Figure 1. Congestion heat map (run 1).
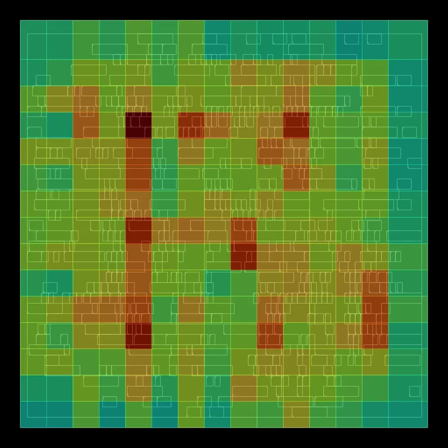
Figure 2. Clock network drawn from the DEF (run 1).
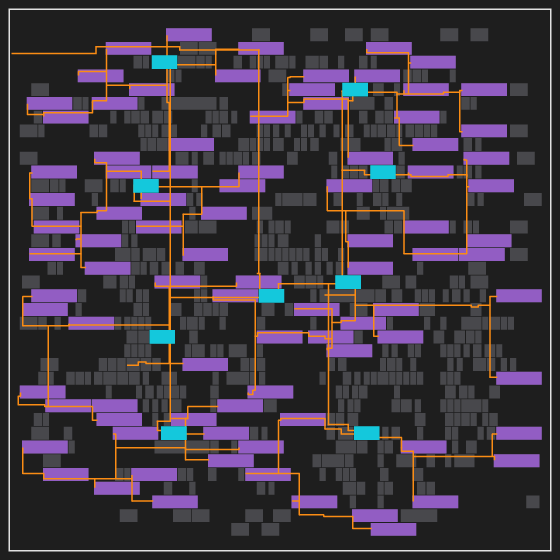
Figure 3. Port wiring (run 1).
Bar = 20 um.
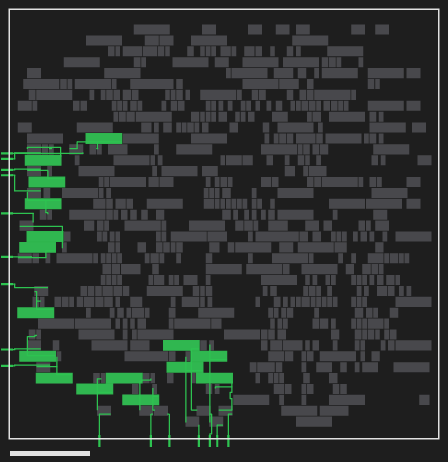
Figure 4. Cells coloured by class (run 1).
Fill, decap, tap and diode cells in grey.
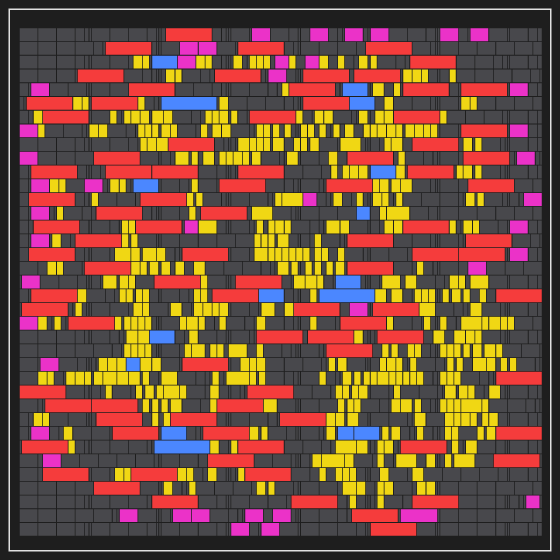
`src/rtl/clk_mon_pkg.sv`:
```
`default_nettype none
// ============================================================================
//  Module      : clk_mon_pkg
//  Description : Shared state encoding and default sizing for the clock monitor.
//  Revision    : 1.0
// ============================================================================
package clk_mon_pkg;

    typedef enum logic [1:0] {
        IDLE = 2'd0,
        ARM  = 2'd1,
        RUN  = 2'd2,
        STOP = 2'd3
    } state_t;

    localparam int c_cnt_w_def       = 16;
    localparam int c_timeout_def     = 64;
    localparam int c_sync_stages_def = 2;

endpackage
`default_nettype wire

```
`src/rtl/sync_edge_det.sv`:
```
`default_nettype none
// ============================================================================
//  Module      : sync_edge_det
//  Description : Multi-flop synchronizer with registered rise/fall strobes and
//                a level output aligned to those strobes.
//  Revision    : 1.0
// ============================================================================
module sync_edge_det #(
    parameter int SYNC_STAGES = 2
) (
    input  logic clk,
    input  logic rst_n,
    input  logic i_d,
    output logic o_level,
    output logic o_rise,
    output logic o_fall
);

    logic [SYNC_STAGES-1:0] r_sync;
    logic                   r_s_d;
    logic                   r_rise;
    logic                   r_fall;
    logic                   w_s;

    assign w_s = r_sync[SYNC_STAGES-1];

    // The history flop doubles as the level output: it is one cycle behind s,
    // exactly like the registered strobes, so level and rise/fall line up.
    always_ff @(posedge clk or negedge rst_n) begin
        if (!rst_n) begin
            r_sync <= '0;
            r_s_d  <= 1'b0;
            r_rise <= 1'b0;
            r_fall <= 1'b0;
        end else begin
            r_sync <= {r_sync[SYNC_STAGES-2:0], i_d};
            r_s_d  <= w_s;
            r_rise <= w_s & ~r_s_d;
            r_fall <= ~w_s & r_s_d;
        end
    end

    assign o_level = r_s_d;
    assign o_rise  = r_rise;
    assign o_fall  = r_fall;

endmodule
`default_nettype wire

```
`src/rtl/clk_mon.sv`:
```
`default_nettype none
// ============================================================================
//  Module      : clk_mon
//  Description : Period / high-time monitor for an asynchronous clock, with
//                stop and restart detection, measured in clk_in cycles.
//  Revision    : 1.0
// ============================================================================
module clk_mon
    import clk_mon_pkg::*;
#(
    parameter int CNT_W       = c_cnt_w_def,
    parameter int TIMEOUT     = c_timeout_def,
    parameter int SYNC_STAGES = c_sync_stages_def
) (
    input  logic             clk_in,
    input  logic             rst_n,
    input  logic             en,
    input  logic             mon_clk,
    output logic             meas_valid,
    output logic [CNT_W-1:0] period_out,
    output logic [CNT_W-1:0] high_out,
    output logic             clk_active,
    output logic             stopped
);

    localparam logic [CNT_W-1:0] c_cnt_max = '1;
    localparam logic [CNT_W-1:0] c_timeout = CNT_W'(TIMEOUT);

    logic w_level, w_rise, w_fall, w_edge, w_timeout;

    state_t           r_state, w_state_nxt;
    logic [CNT_W-1:0] r_period_cnt, w_period_cnt_nxt;
    logic [CNT_W-1:0] r_high_cnt, w_high_cnt_nxt;
    logic [CNT_W-1:0] r_idle_cnt, w_idle_cnt_nxt, w_idle_inc;
    logic [CNT_W-1:0] r_period_out, w_period_out_nxt;
    logic [CNT_W-1:0] r_high_out, w_high_out_nxt;
    logic             r_meas_valid, w_meas_valid_nxt;
    logic             r_clk_active, w_clk_active_nxt;
    logic             r_stopped, w_stopped_nxt;

    sync_edge_det #(
        .SYNC_STAGES (SYNC_STAGES)
    ) u_sync (
        .clk     (clk_in),
        .rst_n   (rst_n),
        .i_d     (mon_clk),
        .o_level (w_level),
        .o_rise  (w_rise),
        .o_fall  (w_fall)
    );

    assign w_edge     = w_rise | w_fall;
    assign w_idle_inc = (r_idle_cnt == c_cnt_max) ? r_idle_cnt : r_idle_cnt + 1'b1;
    // Timeout fires on the cycle the idle count would reach TIMEOUT; an edge wins.
    assign w_timeout  = !w_edge && (w_idle_inc >= c_timeout);

    always_comb begin
        w_state_nxt      = r_state;
        w_period_cnt_nxt = r_period_cnt;
        w_high_cnt_nxt   = r_high_cnt;
        w_idle_cnt_nxt   = w_edge ? '0 : w_idle_inc;
        w_period_out_nxt = r_period_out;
        w_high_out_nxt   = r_high_out;
        w_meas_valid_nxt = 1'b0;
        w_clk_active_nxt = r_clk_active;
        w_stopped_nxt    = 1'b0;

        if (!en) begin
            w_state_nxt      = IDLE;
            w_period_cnt_nxt = '0;
            w_high_cnt_nxt   = '0;
            w_idle_cnt_nxt   = '0;
            w_clk_active_nxt = 1'b0;
        end else begin
            case (r_state)
                IDLE: begin
                    w_state_nxt    = ARM;
                    w_idle_cnt_nxt = '0;
                end
                ARM, STOP: begin
                    // First rise only starts the interval; nothing to report yet.
                    if (w_rise) begin
                        w_state_nxt      = RUN;
                        w_period_cnt_nxt = CNT_W'(1);
                        w_high_cnt_nxt   = CNT_W'(1);
                        w_clk_active_nxt = 1'b1;
                    end else if (r_state == ARM && w_timeout) begin
                        w_state_nxt = STOP;
                    end
                end
                RUN: begin
                    if (r_period_cnt != c_cnt_max)
                        w_period_cnt_nxt = r_period_cnt + 1'b1;
                    if (w_level && !w_rise && r_high_cnt != c_cnt_max)
                        w_high_cnt_nxt = r_high_cnt + 1'b1;
                    if (w_rise) begin
                        w_period_out_nxt = r_period_cnt;
                        w_high_out_nxt   = r_high_cnt;
                        w_meas_valid_nxt = 1'b1;
                        w_period_cnt_nxt = CNT_W'(1);
                        w_high_cnt_nxt   = CNT_W'(1);
                    end else if (w_timeout) begin
                        w_state_nxt      = STOP;
                        w_stopped_nxt    = 1'b1;
                        w_clk_active_nxt = 1'b0;
                    end
                end
                default: w_state_nxt = IDLE;
            endcase
        end
    end

    always_ff @(posedge clk_in or negedge rst_n) begin
        if (!rst_n) begin
            r_state      <= IDLE;
            r_period_cnt <= '0;
            r_high_cnt   <= '0;
            r_idle_cnt   <= '0;
            r_period_out <= '0;
            r_high_out   <= '0;
            r_meas_valid <= 1'b0;
            r_clk_active <= 1'b0;
            r_stopped    <= 1'b0;
        end else begin
            r_state      <= w_state_nxt;
            r_period_cnt <= w_period_cnt_nxt;
            r_high_cnt   <= w_high_cnt_nxt;
            r_idle_cnt   <= w_idle_cnt_nxt;
            r_period_out <= w_period_out_nxt;
            r_high_out   <= w_high_out_nxt;
            r_meas_valid <= w_meas_valid_nxt;
            r_clk_active <= w_clk_active_nxt;
            r_stopped    <= w_stopped_nxt;
        end
    end

    assign meas_valid = r_meas_valid;
    assign period_out = r_period_out;
    assign high_out   = r_high_out;
    assign clk_active = r_clk_active;
    assign stopped    = r_stopped;

endmodule
`default_nettype wire
```
`config.mk`:
```
export PLATFORM = sky130hd
export DESIGN_NAME = clk_mon
export DESIGN_NICKNAME = d
export VERILOG_FILES = /design/src/rtl/clk_mon_pkg.sv /design/src/rtl/sync_edge_det.sv /design/src/rtl/clk_mon.sv
export SDC_FILE = /design/constraint.sdc
export NUM_CORES = 1
export LEC_CHECK = 0
export ABC_AREA = 1
export CAP_MARGIN = 0
export CORE_MARGIN = 1.5
export CORE_UTILIZATION = 40
export DETAILED_ROUTE_END_ITERATION = 7
export HOLD_SLACK_MARGIN = 0.06
export PLACE_DENSITY_LB_ADDON = 0.1
export SYNTH_ARGS = -nofsm -noshare
export SYNTH_HDL_FRONTEND = slang
export SYNTH_SLANG_ARGS = --single-unit
```
`constraint.sdc`:
```
create_clock -name clk_in -period 3 [get_ports clk_in]
set_input_delay 0.6 -clock clk_in [delete_from_list [all_inputs] [get_ports clk_in]]
set_output_delay 0.6 -clock clk_in [all_outputs]
set_load 0.01 [all_outputs]
```
==> ci_impl_report.md, run 1 <==
### Yosys + OpenROAD results

| Metric | Value |
|---|---|
| Setup bufs post-CTS | 0 |
| Uppermost routed layer | met4 |
| Clock power frac | 36.1% |
| Remaining DRCs | 0 |
| Max_slew headroom | 67.9% |
| Deepest clock path buffer count | 2 |
| Syn Inst Count | 526 |
| Status | finished clean |
| CP max-delay cell | clkdlybuf4s50_1 |
| Met2 WL | 4.04 mm |
| Drt via density | 4.98 |
| Commonest non-fill, non-tap cells in the layout | 113 x nand2_1, 90 x dfrtp_1, 65 x inv_1 |
| Total gr overflow | 0 |
| Layout cell share with drive strength beyond 1 | 10.4% |
| Post-synth seq share | 52.2% |
| Worst EP required | 3300 ps |
| RSZ-0062 raised after global routing | no |
| Synthesized area | 0.00432 mm^2 |
| Vias post-DR | 3545 |
| Post-Layout Cell Count | 712 |
| Number of buffers and inverters on the critical path | 2 |
| Post-DP Area | 0.00488 mm^2 |
| Cts repair resizes | 0 |
| Met1 WL | 4.59 mm |
| Area delta synth->final | 18.8% |
| Fin Setup TNS | 0 ps |
| R2r startpoint | r_idle_cnt[0] |
| Htree depth | 3 |
| Met3 wire len | 345 um |
| Die H | 107 um |
| Max-cap violations | 0 |
| Die width | 107 um |
| Top-count cell post-synth | nand2_1 |
| Post-layout min period | 2220 ps |
| Largest net degree at the start of global routing | 56 |
| First-pass GRT wire length | 16.2 mm |
| Post-route ant nets | 0 |
| Clock transition at the registers of the reported paths | 100 ps |
| Net Count, Synth | 533 |
| CP Max Fanout | 14 |
| Initial DRC count | 207 |
| Synth area leader | dfrtp_1 |
| Crit. End Element | flip-flop |
| Drt pass-1 iters | 4 |
| CTS tree | built |
| Dpl hpwl | 6.57 mm |
| Init Core Util | 41.4% |
| GR Util met2 | 26.7% |
| Adder share | 0.870% |
| Crit-path max cell delay | 610 ps |
| Post-Synth AOI/OAI Area | 13.0% |
| Leakage | 2.16 nW |
| Syn Area/Cell | 8.21 um^2 |
| WS Path Type | in2reg |
| CP delay by family, top | simple AND/OR/NAND/NOR gates |
| Dominant register cell | dfrtp_1 |
| Power per cell area | 555 mW/mm^2 |
| Top cells by area | dfrtp_1 52%, nand2_1 9.8%, o21ai_0 6.4%, inv_1 5.7%, nor2_1 4.4% |
| Slew Viols, Final | 0 |
| CTS Sinks | 90 |
| Setup crit end | r_period_cnt[12] |
| Simple-Gate Area Share | 26.6% |
| Fin. Hold Viols | 0 |
| Logic gate share of total power | 17.5% |
| Cells on worst reg2reg path | 15 |
| Yosys chip area | 0.00432 mm^2 |
| CTS Buf Count | 9 |
| Ys cells | 526 |
| CP Depth | 9 |
| Xor/xnor share | 0.203% |
| WP data arrival | 2520 ps |
| Tool warning count | 26 |
| EDFF count, synth | 0 |
| Dominant logic cell type in the layout | nand2_1 |
| Root Buffer | clkbuf_8 |
| Routed len/inst | 12.9 um |
| NetSw | 841 uW |
| Internal power | 2.01 mW |
| Worst setup SP type | input pin |
| Crit share post-route | 73.9% |
| Critical-path cell list | clkdlybuf4s50_1 > nand2_1 > nor2_4 > nand3_1 > nand2_2 > inv_2 > nand4_1 > o21ai_0 > a21boi_1 |
| Final Worst Setup Slack | 782 ps |
| Core Area | 0.0104 mm^2 |
| Yosys cell types | 35 |
| Clock Skews | 12.2 ps |
| Drt total wl | 9.19 mm |
| Dpl ws | 389 ps |
## Picture notes: Figure 1
grt met3 use: 2.80%
final core occ: 49.2%
GRT Util Overall: 17.9%
routing usage on met1: 25.4%
Most Crowded Layer GR: met2

## Picture notes: Figure 2
legend:
  purple:
    item: flip-flops
    count: 90
  orange:
    item: clock wires
    length: 1200 um
  cyan:
    item: cells driving clock nets
    count: 9
routed clock nets: 10
flops lie: widely spread
Clk. pwr: 1.03 mW
clk ins delay skew pair: 370 ps

## Picture notes: Figure 3
legend:
  green:
    port: period_out
    bits: 16
    direction: output
    edge: 9 west, 7 south
    end_cells: 16
    buffers: 16
    wire: 351 um
io pins: 39
# port buffers: 38

## Picture notes: Figure 4
legend:
  magenta:
    class: other buffers and delay cells
    cells: 43
  red:
    class: flip-flops
    cells: 90
  blue:
    class: clock drivers and dummy loads
    cells: 16
  yellow:
    class: all other logic
    cells: 427
final instance area: 0.00513 mm^2
FP Rows: 37
Seq/total area: 43.9%

[run 1: power groups by stage]
stage / clock network, mW / logic, mW / registers (mW)
2_1_floorplan: 0 / 0.310 / 1.34
3_3_place_gp: 0 / 0.496 / 1.34
3_5_place_dp: 0 / 0.502 / 1.34
4_1_cts: 1.06 / 0.503 / 1.32
5_1_grt: 1.10 / 0.572 / 1.33
6_report: 1.03 / 0.498 / 1.32
[run 1: cell type report]
| cell class | instances | area, um^2 |
|---|---|---|
| well taps | 136 | 170 |
| fillers | 1033 | 5290 |
| inverters | 72 | 272 |
| flip-flops and latches | 90 | 2250 |
| clock buffers | 10 | 138 |
| repair buffers | 43 | 428 |
| clock inverters | 6 | 114 |
| multi-input cells | 355 | 1760 |
--- run 2 (diff from run 1) ---
==> constraint.sdc (replaced) <==
create_clock -name clk_in -period 1.9 [get_ports clk_in]
set_input_delay 0.38 -clock clk_in [delete_from_list [all_inputs] [get_ports clk_in]]
set_output_delay 0.38 -clock clk_in [all_outputs]
set_load 0.01 [all_outputs]
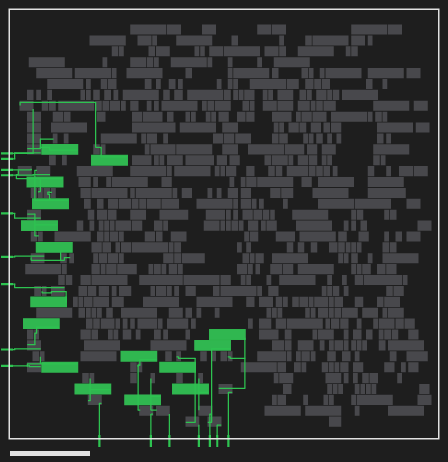
Figure 5: run 2, port wiring.
Bar = 20 um.
legend:
  green:
    port: period_out
    bits: 16
    direction: output
    edge: 9 west, 7 south
    end_cells: 16
    buffers: 16
    wire: 415 um

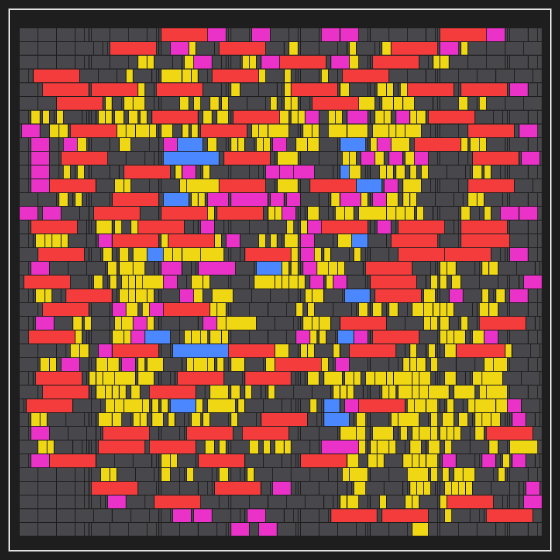
Figure 6: run 2, cells coloured by class.
Fill, decap, tap and diode cells in grey.
legend:
  magenta:
    class: other buffers and delay cells
    cells: 94
  yellow:
    class: all other logic
    cells: 428
  red:
    class: flip-flops
    cells: 90
  blue:
    class: clock drivers and dummy loads
    cells: 16
Core Area: 0.0104 mm^2
final instance area: 0.00570 mm^2
Seq/total area: 39.5%

==> run 2 against run 1 <==
Compared with the run above:
- worst hold slack gained 200 ps
- die size is the same
- synthesized cell count is the same
- clock power grew 43%
- final area grew 11%
- combinational power grew 140%
- via count grew 5.5%
- register-to-register slack lost 850 ps
- clock-buffer cell count shrank 1
- clock skew shrank 2.9 ps
- flip-flop count is the same
==> ci_impl_report.md, run 2 <==
### Yosys + OpenROAD results

| Metric | Value |
|---|---|
| Status | finished clean |
| Largest class | sequential cells |
| Dpl ws | -220 ps (-608 ps) |
| Max-cap violations | 0 (unchanged) |
| Comb power | 1.21 mW (+140%) |
| Yosys cell types | 35 (unchanged) |
| Largest net degree at the start of global routing | 37 (-34%) |
| First-pass GRT wire length | 16.9 mm (+4.8%) |
| Cts repair resizes | 2 (+2) |
| Clock transition at the registers of the reported paths | 100 ps (about the same) |
| NetSw | 1.47 mW (+75%) |
| Uppermost routed layer | met4 |
| Die width | 107 um (unchanged) |
| Fin. Hold Viols | 0 (unchanged) |
| CTS Sinks | 90 (unchanged) |
| Die H | 107 um (unchanged) |
| Dominant register cell | dfrtp_1 |
| Comb/total area | 33.7% (-0.48 points) |
| Clock Skews | 9.35 ps (-2.86 ps) |
| Max_slew headroom | 65.7% (-2.2 points) |
| Synth area leader | dfrtp_1 |
| Seq pwr | 2.08 mW (+58%) |
| Critical-path cell list | ha_2 > nand3_2 > nor2_2 > inv_2 > nor2_4 > nand2_4 > nor2_4 > nand2_2 > nand3_4 > nand2_2 > buf_4 > a21oi_1 > nor2_1 |
| Root Buffer | clkbuf_8 |
| Post-synth seq share | 52.2% (unchanged) |
| Crit-path max cell delay | 360 ps (-250 ps) |
| Area delta synth->final | 32.1% |
| GR Util met2 | 30.2% (+3.5 points) |
| Initial DRC count | 157 (-24%) |
| Clk ins delay skew pair | 360 ps (about the same) |
| CLK BUF | 9 (-1) |
| Met1 WL | 5.07 mm (+10%) |
| Leakage | 2.47 nW (+15%) |
| Remaining DRCs | 0 (unchanged) |
| Post-layout min period | 1900 ps |
| Routing usage on met1 | 26.1% (+0.71 points) |
| CP Max Fanout | 5 (-9) |
| Top cells by area | dfrtp_1 52%, nand2_1 9.8%, o21ai_0 6.4%, inv_1 5.7%, nor2_1 4.4% |
| Power per cell area | 836 mW/mm^2 (+51%) |
| Clk. pwr | 1.47 mW (+43%) |
| Grt met3 use | 2.37% (-0.43 points) |
| Routed len/inst | 13.3 um (+3.1%) |
| Fin Setup TNS | 0 ps (unchanged) |
| Seq_cells | 90 (unchanged) |
| CTS tree | built |
| Synthesized area | 0.00432 mm^2 (unchanged) |
| FF/Latch Area | 0.00225 mm^2 (+0.11%) |
| Drt total wl | 10.2 mm (+11%) |
| Total gr overflow | 0 (unchanged) |
| Ys cells | 526 (unchanged) |
| Top-count cell post-synth | nand2_1 |
| Clock-cell share | 3.93% (-0.98 points) |
| Xor/xnor share | 0.203% (unchanged) |
| Yosys chip area | 0.00432 mm^2 (unchanged) |
| Met3 wire len | 227 um (-34%) |
| Non-clock buffering overhead | 15.0% (+6.7 points) |
| Syn Inst Count | 526 (unchanged) |
| CTS Buf Count | 9 (unchanged) |
| Dominant logic cell type in the layout | nand2_1 |
| Setup crit end | r_high_cnt[10] |
| Init Core Util | 41.4% (unchanged) |
| Crit. End Element | flip-flop |
| Worst setup SP type | flip-flop |
| Vias post-DR | 3739 (+5.5%) |
| WP data arrival | 2160 ps (-360 ps) |
| CP max-delay cell | dfrtp_1 |
| Logic area | 0.00192 mm^2 (+9.6%) |
| Slew Viols, Final | 0 (unchanged) |
| EDFF count, synth | 0 (unchanged) |
| Deepest clock path buffer count | 2 (unchanged) |
| Post-Synth AOI/OAI Area | 13.0% (unchanged) |
| Clock power frac | 30.9% (-5.2 points) |
| FP Rows | 37 (unchanged) |
| Logic gate share of total power | 25.4% (+7.9 points) |
| # port buffers | 38 (unchanged) |
run 2: worst max-delay path, delay by kind of cell, from the launching register on:
kind | cells | cell delay (ps)
AND-OR/OR-AND | 1 | 120
adder cells (fa/ha/maj) | 1 | 190
buffers and inverters | 2 | 220
flip-flops | 1 | 360
AND/OR/NAND/NOR | 9 | 900
run 2: metrics by stage:
step | cells | area [um^2] | util (%) | hold slack [ps]
2_1_floorplan | 526 | 4320 | - | 84.4
3_5_place_dp | 734 | 5190 | 49.8 | 350
3_3_place_gp | 734 | 5190 | 49.8 | 337
4_1_cts | 751 | 5430 | 52.1 | 374
6_report | 764 | 5700 | 54.8 | 370
5_1_grt | 764 | 5700 | 54.8 | 380
--- run 3 (diff from run 2) ---
--- a/config.mk
+++ b/config.mk
@@ -8,7 +8,7 @@
 export ABC_AREA = 1
 export CAP_MARGIN = 0
 export CORE_MARGIN = 1.5
-export CORE_UTILIZATION = 40
+export CORE_UTILIZATION = 50
 export DETAILED_ROUTE_END_ITERATION = 7
 export HOLD_SLACK_MARGIN = 0.06
 export PLACE_DENSITY_LB_ADDON = 0.1
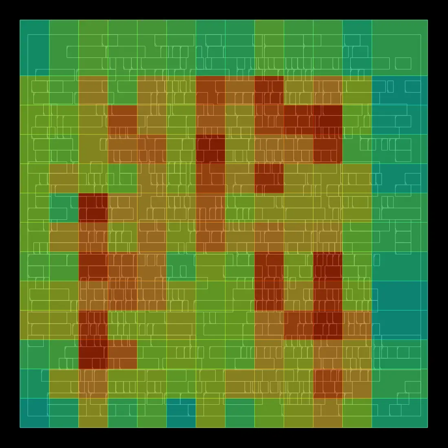
Figure 7: run 3, congestion heat map.
final core occ: 67.6%
routed len/inst: 13.6 um
GRT Util Overall: 22.6%

==> run 3 against run 2 <==
Compared with the run above:
- critical path depth unchanged
- area after synthesis unchanged
- via count fell by 0.11%
- largest cell class unchanged
- wire length down 2.4%
- cell count fell by 4.7%
- critical endpoint is now r_high_cnt[8]
- worst setup slack better by 30 ps
- clock skew is 2.8 ps higher
- worst hold slack got worse by 7.6 ps
==> ci_impl_report.md, run 3 <==
### Yosys + OpenROAD results

| Metric | Value |
|---|---|
| # setup viols final | 0 |
| NetSw | 1.43 mW (-2.6%) |
| Final instance area | 0.00561 mm^2 (-1.7%) |
| Deepest clock path buffer count | 2 (unchanged) |
| Comb power | 1.21 mW (about the same) |
| Placed insts | 697 (-5.0%) |
| Clk ins delay skew pair | 360 ps (about the same) |
| Worst Hold Endpoint | u_sync.r_sync[1] |
| # port buffers | 38 (unchanged) |
| Critical-path cell list | ha_4 > nand3_4 > nor2_4 > inv_2 > nor2_4 > nand2_2 > nor2_4 > nand2_2 > nand3_4 > nand2_8 > buf_6 > a21oi_2 > a21oi_1 |
| CTS Sinks | 90 (unchanged) |
| FP Rows | 33 (-11%) |
| Largest net degree at the start of global routing | 39 (+5.4%) |
| Remaining DRCs | 0 (unchanged) |
| EDFF count, synth | 0 (unchanged) |
| Power per cell area | 803 mW/mm^2 (-3.9%) |
| Fin. Hold Viols | 0 (unchanged) |
| Total gr overflow | 0 (unchanged) |
| Slew Viols, Final | 0 (unchanged) |
| Syn Inst Count | 526 (unchanged) |
| Ys cells | 526 (unchanged) |
| Die H | 95.9 um (-10%) |
| Peak Freq | 0.535 GHz |
| CTS tree | built |
| Post-synth top cells | 113 x nand2_1, 90 x dfrtp_1, 65 x inv_1 |
| Max-cap violations | 0 (unchanged) |
| Worst EP required | 2130 ps |
| Post-layout min period | 1870 ps (-30.2 ps) |
| Fin Setup TNS | 0 ps (unchanged) |
| Setup bufs post-CTS | 1 |
| Xor/xnor share | 0.203% (unchanged) |
| Crit share post-route | 98.3% |
| Tool warning count | 27 |
| Init Core Util | 52.0% (+11 points) |
| CP max-delay cell | dfrtp_1 |
| Number of buffers and inverters on the critical path | 2 (unchanged) |
| Synth area leader | dfrtp_1 |
| CP Max Fanout | 8 (+3) |
| Net Sw Frac | 31.7% |
| Dominant logic cell type in the layout | nand2_1 |
| Hold slack | 362 ps (-7.64 ps) |
| Drt total wl | 9.92 mm (-2.4%) |
| Top-count cell post-synth | nand2_1 |
| GP Congestion | 0.972 |
| Die width | 95.9 um (-10%) |
| Crit. End Element | flip-flop |
| Initial DRC count | 98 (-38%) |
| Seq pwr | 2.09 mW (about the same) |
| R2r startpoint | r_high_cnt[1] |
| Synthesized area | 0.00432 mm^2 (unchanged) |
| Top cells by area | dfrtp_1 52%, nand2_1 9.8%, o21ai_0 6.4%, inv_1 5.7%, nor2_1 4.4% |
| Logic gate share of total power | 26.8% (+1.4 points) |
| CP delay by family, top | simple AND/OR/NAND/NOR gates |
| Yosys reg bits | 90 |
| Net Count, Synth | 533 |
| CTS Buf Count | 9 (unchanged) |
| Initial antenna violation count | 0 |
| Crit-path max cell delay | 400 ps (+40 ps) |
| Dominant register cell | dfrtp_1 |
| Max_slew headroom | 70.3% (+4.6 points) |
| Yosys chip area | 0.00432 mm^2 (unchanged) |
| Total power | 4.50 mW |
| Post-route ant nets | 0 |
| WP data arrival | 2100 ps (-60 ps) |
| Area delta synth->final | 29.9% |
| Post-Synth AOI/OAI Area | 13.0% (unchanged) |
| Root Buffer | clkbuf_8 |
| Cts repair resizes | 2 (unchanged) |
| Post-DP Area | 0.00508 mm^2 (-2.1%) |
| Leakage | 2.41 nW (-2.5%) |
| Worst setup SP type | flip-flop |
| Part of the power in registers | 46.3% |
| Vias in the first global route | 3535 |
| Dpl ws | -213 ps (+7.26 ps) |
| Clock transition at the registers of the reported paths | 90 ps (about the same) |
| Top pwr grp | registers |
| Final Worst Setup Slack | 32.3 ps |
| Yosys cell types | 35 (unchanged) |
| Core Area | 0.00830 mm^2 (-20%) |
| Vias post-DR | 3735 (-0.11%) |
| Status | finished clean |
| Post-synth seq share | 52.2% (unchanged) |
| # diodes | 0 |
| First-pass GRT wire length | 16.1 mm (-5.2%) |
| Post-Layout Cell Count | 728 (-4.7%) |
| Hold Path Stages | 0 |
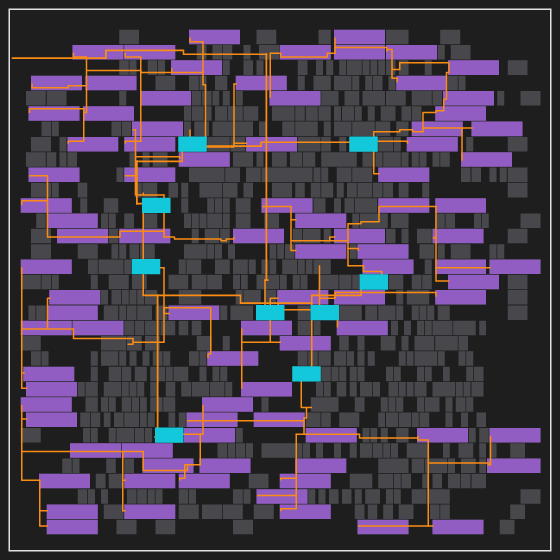
Figure 8: run 3, clock network drawn from the DEF.
legend:
  cyan:
    item: cells driving clock nets
    count: 9
  orange:
    item: clock wires
    length: 1060 um
  purple:
    item: flip-flops
    count: 90
routed clock nets: 10
flops lie: widely spread
Clock power frac: 26.8%
Clk. pwr: 1.21 mW
Clock Skews: 12.1 ps

## run 3: cell counts after synthesis
Identical to the previous run, type by type.
## run 3: layer usage
metal  part of all wire, %  routed length (um)  global-route usage, %
met5                     0                   0                      0
met4                   1.0                 102                   7.23
met3                   3.7                 365                   4.27
met2                    47                4700                   34.8
met1                    48                4740                   32.2
## run 3: worst max-delay path by stage
stage,to,slack (ps),depth (start not counted)
after global placement,r_high_cnt[7],-120,9
after CTS,r_state[1],10,16
after floorplan,r_state[1],90,16
after global routing,r_state[1],-140,16
final,r_high_cnt[8],30,13
after detailed placement,r_period_cnt[12],-210,9
## run 3: cell type report
class	count	area, um^2
inverter	72	278
clock inverter	3	23.8
timing repair buffer	91	810
clock buffer	12	155
sequential	90	2250
fill	677	2690
tap	105	131
multi-input combinational	355	1960

==> screenshots <==
The metal 1 layer.
(a)
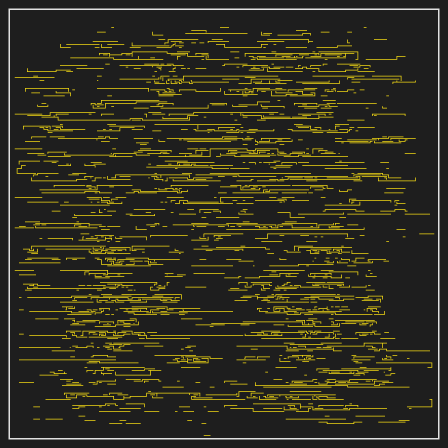
(b)
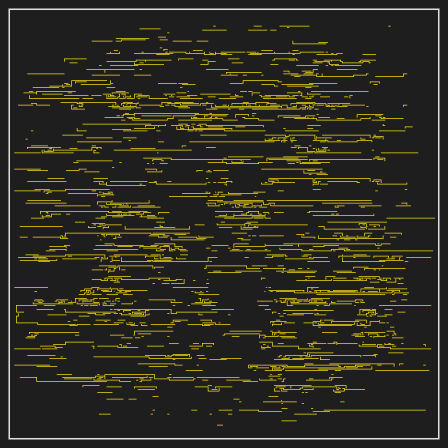
(c)
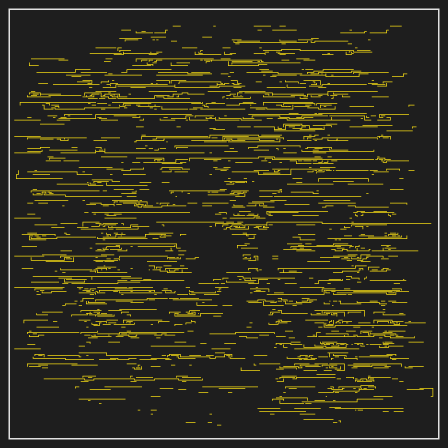
run 3 -> (a)
run 2 -> (c)
run 1 -> (b)

Key to (c):
wire length on this layer: 5070 um
main direction: horizontal
longest straight run: 27.1 um
share of all routed wire: 50%
nets with wire on the layer: 585

Power figures rest on the tool's default switching activity, not on a simulated workload.
